File: src/rtl/p2_master.sv
// P2 bus master: turns a single host request into a SETUP/STROBE/DONE bus cycle,
// with responder wait extension and a timeout that aborts the cycle as a bus error.
module p2_master #(
  parameter int STROBE  = 2,
  parameter int TIMEOUT = 255
) (
  input  logic        clk,
  input  logic        reset_n,
  input  logic        req,
  input  logic        we,
  input  logic [1:0]  be,
  input  logic [22:0] haddr,
  input  logic [15:0] hwdata,
  output logic        ack,
  output logic        berr,
  output logic        busy,
  output logic [15:0] hrdata,
  output logic [22:0] addr,
  output logic        decode,
  output logic        wel_n,
  output logic        weu_n,
  output logic        rw_n,
  output logic        go_n,
  input  logic        wait_n,
  output logic [15:0] p2_dout,
  input  logic [15:0] p2_din
);

  localparam int CW = $clog2(TIMEOUT + 1);
  localparam logic [CW-1:0] STB_LAST = CW'(STROBE - 1);
  localparam logic [CW-1:0] TO_LAST  = CW'(TIMEOUT - 1);
  localparam logic [CW-1:0] CNT_MAX  = '1;

  typedef enum logic [1:0] {
    ST_IDLE,
    ST_SETUP,
    ST_STROBE,
    ST_DONE
  } state_t;

  state_t        state_q, state_d;
  logic [CW-1:0] cnt_q, cnt_d;
  logic [22:0]   addr_q, addr_d;
  logic [15:0]   dout_q, dout_d;
  logic [15:0]   hrdata_q, hrdata_d;
  logic          we_q, we_d;
  logic [1:0]    be_q, be_d;
  logic          err_q, err_d;

  always_ff @(posedge clk) begin
    if (!reset_n) begin
      state_q  <= ST_IDLE;
      cnt_q    <= '0;
      addr_q   <= '0;
      dout_q   <= '0;
      hrdata_q <= '0;
      we_q     <= 1'b0;
      be_q     <= 2'b00;
      err_q    <= 1'b0;
    end else begin
      state_q  <= state_d;
      cnt_q    <= cnt_d;
      addr_q   <= addr_d;
      dout_q   <= dout_d;
      hrdata_q <= hrdata_d;
      we_q     <= we_d;
      be_q     <= be_d;
      err_q    <= err_d;
    end
  end

  always_comb begin
    state_d  = state_q;
    cnt_d    = cnt_q;
    addr_d   = addr_q;
    dout_d   = dout_q;
    hrdata_d = hrdata_q;
    we_d     = we_q;
    be_d     = be_q;
    err_d    = err_q;
    case (state_q)
      ST_IDLE: begin
        if (req) begin
          addr_d = haddr;
          dout_d = hwdata;
          we_d   = we;
          be_d   = be;
          err_d  = 1'b0;
          // A write with no byte enabled has nothing to put on the bus.
          if (we && be == 2'b00) state_d = ST_DONE;
          else                   state_d = ST_SETUP;
        end
      end
      ST_SETUP: begin
        cnt_d   = '0;
        state_d = ST_STROBE;
      end
      ST_STROBE: begin
        if (cnt_q != CNT_MAX) cnt_d = cnt_q + CW'(1);
        // Only an explicit 0 on wait_n extends; X/Z fall through as released.
        if (cnt_q >= STB_LAST) begin
          if (wait_n == 1'b0) begin
            if (cnt_q >= TO_LAST) begin
              state_d = ST_DONE;
              err_d   = 1'b1;
              if (!we_q) hrdata_d = 16'hFFFF;
            end
          end else begin
            state_d = ST_DONE;
            if (!we_q) hrdata_d = p2_din;
          end
        end
      end
      ST_DONE: begin
        state_d = ST_IDLE;
      end
      default: begin
        state_d = ST_IDLE;
      end
    endcase
  end

  logic on_bus;
  assign on_bus  = (state_q == ST_SETUP) || (state_q == ST_STROBE);

  assign busy    = (state_q != ST_IDLE);
  assign decode  = on_bus;
  assign go_n    = (state_q != ST_STROBE);
  assign rw_n    = on_bus ? ~we_q : 1'b1;
  assign wel_n   = (on_bus && we_q) ? ~be_q[0] : 1'b1;
  assign weu_n   = (on_bus && we_q) ? ~be_q[1] : 1'b1;
  assign ack     = (state_q == ST_DONE) && !err_q;
  assign berr    = (state_q == ST_DONE) && err_q;
  assign addr    = addr_q;
  assign p2_dout = dout_q;
  assign hrdata  = hrdata_q;

endmodule

File: config.mk
export PLATFORM = sky130hd
export DESIGN_NAME = p2_master
export DESIGN_NICKNAME = d
export VERILOG_FILES = /design/src/rtl/p2_master.sv
export SDC_FILE = /design/constraint.sdc
export NUM_CORES = 1
export LEC_CHECK = 0
export CAP_MARGIN = 5
export CORE_ASPECT_RATIO = 1.25
export CORE_MARGIN = 8
export CORE_UTILIZATION = 38
export DETAILED_ROUTE_END_ITERATION = 10
export PLACE_DENSITY_LB_ADDON = 0.1
export RECOVER_POWER = 25
export SYNTH_ARGS = -nofsm -noshare
export SYNTH_HDL_FRONTEND = slang
export SYNTH_SLANG_ARGS = --single-unit
File: constraint.sdc
create_clock -name clk -period 1.76 [get_ports clk]
set_clock_uncertainty 0.1 [all_clocks]
set_input_delay 0.176 -clock clk [delete_from_list [all_inputs] [get_ports clk]]
set_output_delay 0.176 -clock clk [all_outputs]
set_load 0.01 [all_outputs]
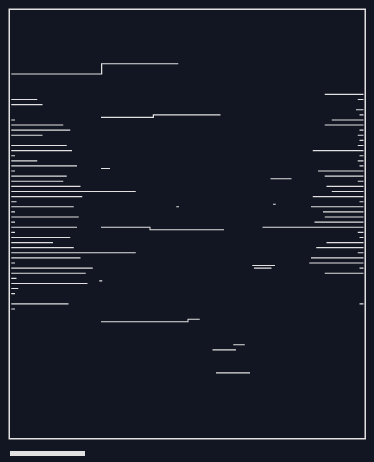
Figure 1: run 1, metal 3.
Scale bar: 20 um.
nets with wire on the layer: 81
share of all routed wire: 10%
main direction: horizontal

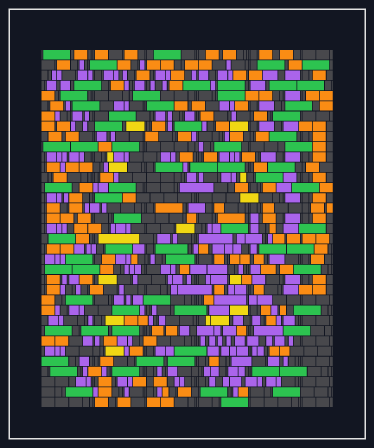
Figure 2: run 1, cells coloured by class.
Fill, decap, tap and diode cells in grey.
[yellow] clock drivers and dummy loads | cells: 15 | share of their area: 4.3%
[green] flops | cells: 69 | share of their area: 31%
[orange] other buffers and delay cells | cells: 147 | share of their area: 32%
[purple] all other logic | cells: 228 | share of their area: 33%
Std-Cell Rows: 35
Seq/total area: 0.304
Final Util: 0.620
CORE AREA: 0.00740 mm2
fin area: 0.00459 mm2

==> impl_metrics.tcl, run 1 <==
# metrics dict for downstream scripts
set metrics [dict create \
    outcome "finished clean" \
    cts-root-buf "clkbuf_8" \
    cts.reportedPaths.clkPinSlew_ns 0.08 \
    worst_hold_slack_ns 0.136 \
    clockBufferDepth 2 \
    comb_cells 219 \
    slowest_stage "dfxtp_4" \
    ant_nets 0 \
    chip_area_mm2 0.0107 \
    top_cell "nand2_1" \
    ios 125 \
    xor_area_frac 0.00901 \
    top_area_cell "dfxtp_1" \
    fin_nets 526 \
    p_seq_frac 0.401 \
    ys_sh_aoi 0.230 \
    wl_per_cell_um 15.5 \
    drive_above_1_share 0.142 \
    p_sw_mw 1.39 \
    gp_congestion 0.833 \
    cts_buffers 9 \
    p_comb_mw 1.46 \
    worstPathArrival_ns 1.88 \
    hold_viol 0 \
    dr_total_vias 2688 \
    synth.avg_cell_area_um2 9.14 \
    crit_path_end_kind "register" \
    drt_iter0_drc 71 \
    powerClk_mw 1.27 \
    maxSlewViolCount 0 \
    cap_violations 0 \
    fp_util 0.394 \
    yosys_warnings 0 \
    htreeDepth 3 \
    synth.distinct_cells 38 \
    cts-hold-fix-buffers 0 \
    min_from "reset_n" \
    comb_area_frac 0.314 \
]
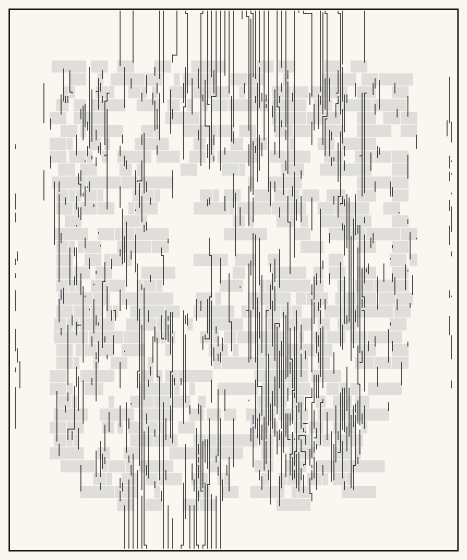
Figure 3: run 1, the metal 2 layer.
Cells faint in the background.
longest straight run: 38.0 um
nets with wire on the layer: 436
main direction: vertical
share of all routed wire: 46%

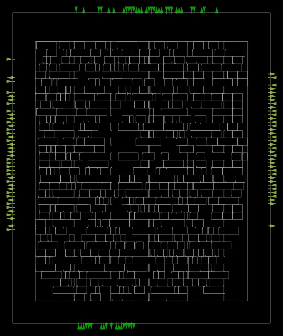
Figure 4: run 1, placement view.
fill count: 679
sequential cells: 69

[run 1: sequential cells by signal, summed over array words and instances, names as in the netlist]
| register | flops |
|---|---|
| hrdata | 16 |
| we_q | 1 |
| err_q | 1 |
| addr | 23 |
| p2_dout | 16 |
| cnt_q | 8 |
| state_q | 2 |
| be_q | 2 |
[run 1: metal layers]
metal / share of wire / vias to the layer above / GRT usage / routed length (um)
met3: 0.10 / 11 / 0.0828 / 853
met4: 0.015 / 0 / 0.0594 / 132
li1: - / 1365 / - / -
met5: 0 / - / 0 / 0
met1: 0.42 / 1219 / 0.185 / 3590
met2: 0.46 / 93 / 0.250 / 3950
[run 1: through the flow]
step           power, mW  cells
6_report            4.56    551
5_1_grt             4.85    551
4_1_cts             4.62    551
3_5_place_dp        3.31    533
3_3_place_gp        3.28    533
2_1_floorplan       2.51    319
==> inputs of run 2 (changes only) <==
--- a/config.mk
+++ b/config.mk
@@ -10,6 +10,7 @@
 export CORE_MARGIN = 8
 export CORE_UTILIZATION = 38
 export DETAILED_ROUTE_END_ITERATION = 10
+export MAX_ROUTING_LAYER = met4
 export PLACE_DENSITY_LB_ADDON = 0.1
 export RECOVER_POWER = 25
 export SYNTH_ARGS = -nofsm -noshare
==> constraint.sdc (replaced) <==
create_clock -name clk -period 1.76 [get_ports clk]
set_clock_uncertainty 0.1 [all_clocks]
set_input_delay 0.528 -clock clk [delete_from_list [all_inputs] [get_ports clk]]
set_output_delay 0.528 -clock clk [all_outputs]
set_load 0.01 [all_outputs]
==> run 2 against run 1 <==
Against the previous run: the run now ends with negative setup slack left; core utilization grew 1.7 points; via count grew 2.8%; critical endpoint is now berr; sequential share of layout area shrank 0.88 points; clock-buffer cell count grew 1.
==> impl_metrics.tcl, run 2 <==
# metrics dict for downstream scripts
set metrics [dict create \
    comb_cells 219 \
    synth.avg_cell_area_um2 9.14 \
    top_usage_layer "met2" \
    cap_violations 0 \
    stdcell_area_mm2 0.00472 \
    drt_iter0_drc 75 \
    fp_util 0.394 \
    wl_met3_um 620 \
    chip_area_mm2 0.0107 \
    wl_met1_um 3990 \
    fin_cells 564 \
    worstPathArrival_ns 1.25 \
    rows 35 \
    fin_nets 538 \
    cts_buffers 9 \
    setup_viol 12 \
    cts-root-buf "clkbuf_8" \
    gr-usage-met2 0.261 \
    final.fill_count 683 \
    slowest_stage "dfxtp_2" \
    comb_area_frac 0.320 \
    gp_congestion 0.794 \
    powerClk_mw 1.46 \
    yosys_warnings 0 \
    violations "negative setup slack" \
    p_comb_mw 1.47 \
    met2_length_um 4060 \
    top_layer "met4" \
    power_mw 4.74 \
    p_sw_mw 1.48 \
    top_area_cell "dfxtp_1" \
    ff_count 69 \
    ant_nets 0 \
    outcome "complete, but fails checks" \
    htreeDepth 3 \
    sh_seq_area 0.295 \
    fin_ws_ns -0.117 \
    crit_path_end_kind "output port" \
    cts.reportedPaths.clkPinSlew_ns 0.07 \
    core_mm2 0.00740 \
]
-- run 2: path summary, 6_finish.rpt --
check | startpoint | end | slack (ns)
worst min-delay path | p2_dout[2] | p2_dout[2] | 0.36
worst max register to register | state_q[0] | cnt_q[3] | -0.10
worst max-delay path | state_q[1] | berr | -0.12
worst min register to register | p2_dout[2] | p2_dout[2] | 0.36
-- run 2: logic make-up after synthesis --
logic type                 after synthesis  synth area share
and+or+nand+nor                        123             0.190
AOI/OAI and AO/OA                       82             0.230
DFF                                     69             0.474
buffers and inverters                   32            0.0549
adders and majority gates                9            0.0386
xor gates and xnor gates                 3           0.00901
muxes                                    1           0.00343
-- run 2: what timing repair did --
action                     in CTS  in global routing
resized                       110                 14
gates cloned                    1                  0
hold buffers                    0                  0
buffers inserted                6                  3
setup endpoints to repair      84                 31
pin swaps                       9                  6
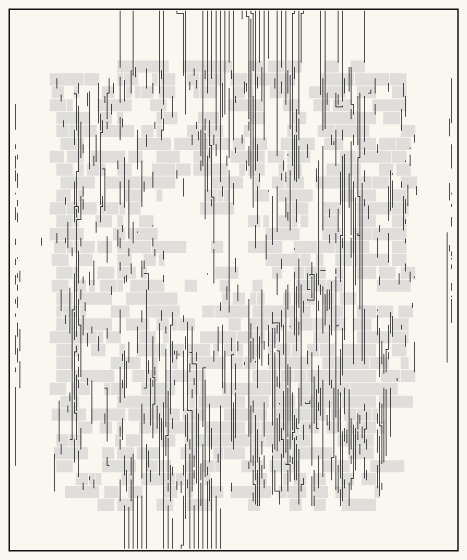
Figure 5: run 2, the metal 2 layer.
Cells faint in the background.
longest straight run: 39.1 um
wire length on this layer: 4060 um

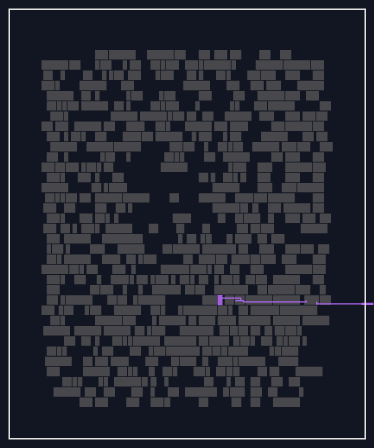
Figure 6: run 2, wires at chosen ports, followed through buffers.
[purple] go_n | bits: 1 | direction: output | end cells: 1 | buffers: 1 | wire: 38.5 um
Ports: 125
Buffers on Ports: 124

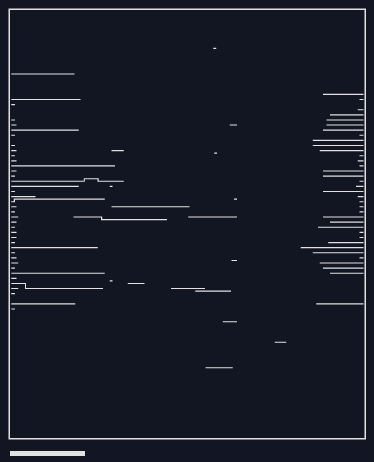
Figure 7: run 2, metal 3.
Scale bar: 20 um.
wire length on this layer: 620 um
main direction: horizontal
Detailed Route WL: 8820 um
via count: 2763
M3 GR Usage: 0.0473

==> inputs of run 3 (changes only) <==
--- a/config.mk
+++ b/config.mk
@@ -10,8 +10,9 @@
 export CORE_MARGIN = 8
 export CORE_UTILIZATION = 38
 export DETAILED_ROUTE_END_ITERATION = 10
+export GPL_TIMING_DRIVEN = 0
 export MAX_ROUTING_LAYER = met4
-export PLACE_DENSITY_LB_ADDON = 0.1
+export PLACE_DENSITY = 0.86
 export RECOVER_POWER = 25
 export SYNTH_ARGS = -nofsm -noshare
 export SYNTH_HDL_FRONTEND = slang
==> run 3 against run 2 <==
Against the previous run: the run still ends with negative setup slack left; area after synthesis did not move; combinational power fell by 3%; final cell count rose by 0.18%; global-route usage barely moved; flip-flop count did not move; first-iteration DRC count rose by 120%; die size did not move; sequential share of layout area rose by 0.42 points; sequential power barely moved; power fell by 4.2%; critical endpoint is now rw_n.
==> impl_metrics.tcl, run 3 <==
# metrics dict for downstream scripts
set metrics [dict create \
    power_mw 4.54 \
    htreeDepth 3 \
    synthSimpleGateAreaFrac 0.190 \
    yosys_warnings 0 \
    ff_count 69 \
    comb_area_frac 0.315 \
    use_met1 0.189 \
    sh_seq_area 0.299 \
    ant_nets 0 \
    worstPathMaxFanout 5 \
    ys_sh_aoi 0.230 \
    met2_length_um 4560 \
    slowest_stage "dfxtp_4" \
    nNonClkInverters 9 \
    stdcell_area_mm2 0.00466 \
    wl_per_cell_um 15.8 \
    fin_ws_ns -0.144 \
    placed_area_mm2 0.00428 \
    ys_area_mm2 0.00292 \
    gp_congestion 0.901 \
    critPathTopFamily "flip-flops" \
    critPathLaunchType "register" \
    drt-total-wl_um 8900 \
    synth_cells 319 \
    maxSlewViolCount 0 \
    cts-hold-fix-buffers 0 \
    cp_slowest_stage_delay_ns 0.38 \
    outcome "complete, but fails checks" \
    topCellsByArea "dfxtp_1 47%, nand2_1 12%, a21boi_0 11%" \
    post-place-ws_ns -0.576 \
    top_cell "nand2_1" \
    synth-adder-area-share 0.0386 \
    area_delta_synth_final_pct 59.9 \
    synth_nets 390 \
    crit_path_end_kind "output port" \
    remaining_drc_errors 0 \
    fin_setup_tns_ns -2.63 \
    clk_latency_ns 0.33 \
    gr-usage-met3 0.0539 \
    dr_total_vias 2825 \
    cts-root-buf "clkbuf_8" \
    chip_area_mm2 0.0107 \
    setup_viol 29 \
    drtPass1Iterations 4 \
    wl_met1_um 3700 \
    layout_top_cell "nand2_1" \
    worstPathArrival_ns 1.28 \
    ios 125 \
    gr-usage-met2 0.279 \
    rows 35 \
    xor_area_frac 0.00901 \
    top_usage_layer "met2" \
    dp.cells 534 \
    worstMarginPinSlew_ns 0.486 \
    top_layer "met4" \
    clock_sinks 69 \
    final-seq-area_mm2 0.00140 \
    topCombFamilyByArea "AND-OR/OR-AND gates" \
    final.fill_count 628 \
    worst_hold_slack_ns 0.359 \
    largest_class "logic gates" \
    drt_iter0_drc 167 \
    fp_util 0.394 \
    taps 92 \
    violations "negative setup slack" \
    rsz0062_at_grt "true" \
    cts_tree "built" \
    comb_cells 218 \
    fin_cells 565 \
    wl_met3_um 532 \
    edf_count 0 \
    ys_cells 319 \
    core_mm2 0.00740 \
    cts_buffers 9 \
    synth.avg_cell_area_um2 9.14 \
    required_ns 1.13 \
    hold_path_class "register to register" \
    fin_nets 539 \
    grt_pass1_wl_um 14100 \
    cts.reportedPaths.clkPinSlew_ns 0.08 \
    cap_violations 0 \
    top_area_cell "dfxtp_1" \
    top_area_frac 0.474 \
    buf_share 0.310 \
    mux_share 0.00343 \
]
-- run 3: power breakdown --
| group | switching, mW | total, mW | internal [mW] |
|---|---|---|---|
| clock | 0.595 | 1.29 | 0.691 |
| sequential | 0.101 | 1.83 | 1.73 |
| combinational | 0.743 | 1.42 | 0.679 |
-- run 3: timing repair --
item | CTS | global route
cloned | 0 | 1
hold endpoints to repair | 0 | 0
buffers inserted | 13 | 4
endpoints found under the setup margin | 125 | 58
resized | 116 | 29
pin swaps | 10 | 14
-- run 3: worst paths after layout --
kind                from     endpoint  slack (ns)  cells after the start
max reg2reg     cnt_q[1]   hrdata[12]       -0.14                      7
min reg2reg  p2_dout[11]  p2_dout[11]        0.36                      2
min          p2_dout[11]  p2_dout[11]        0.36                      2
max           state_q[0]         rw_n       -0.14                      4
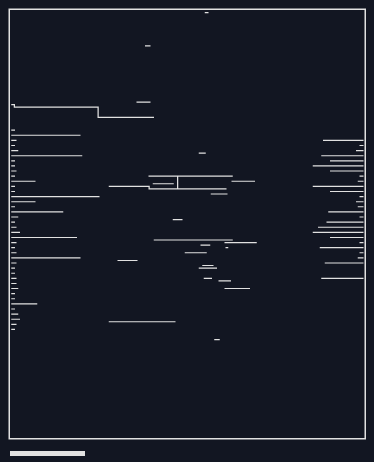
Figure 8: run 3, metal 3.
Scale bar: 20 um.
nets with wire on the layer: 82
main direction: horizontal
share of all routed wire: 6.0%

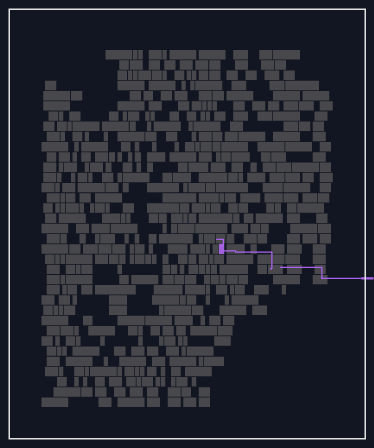
Figure 9: run 3, wires at chosen ports, followed through buffers.
[purple] go_n | bits: 1 | direction: output | end cells: 1 | buffers: 1 | wire: 47.4 um
Buffers on Ports: 123

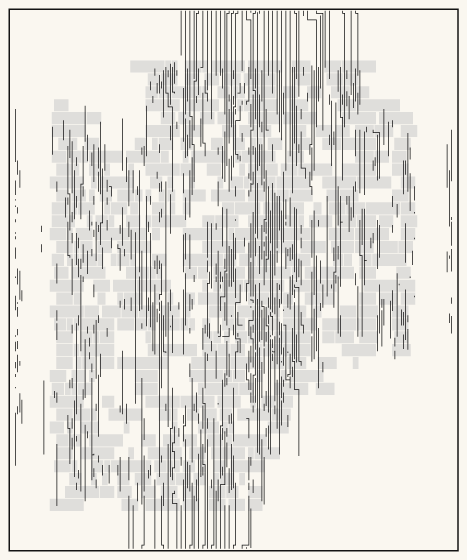
Figure 10: run 3, the metal 2 layer.
Cells faint in the background.
main direction: vertical
share of all routed wire: 51%
nets with wire on the layer: 465

No activity file was given, so power comes from the tool's default toggle rates.
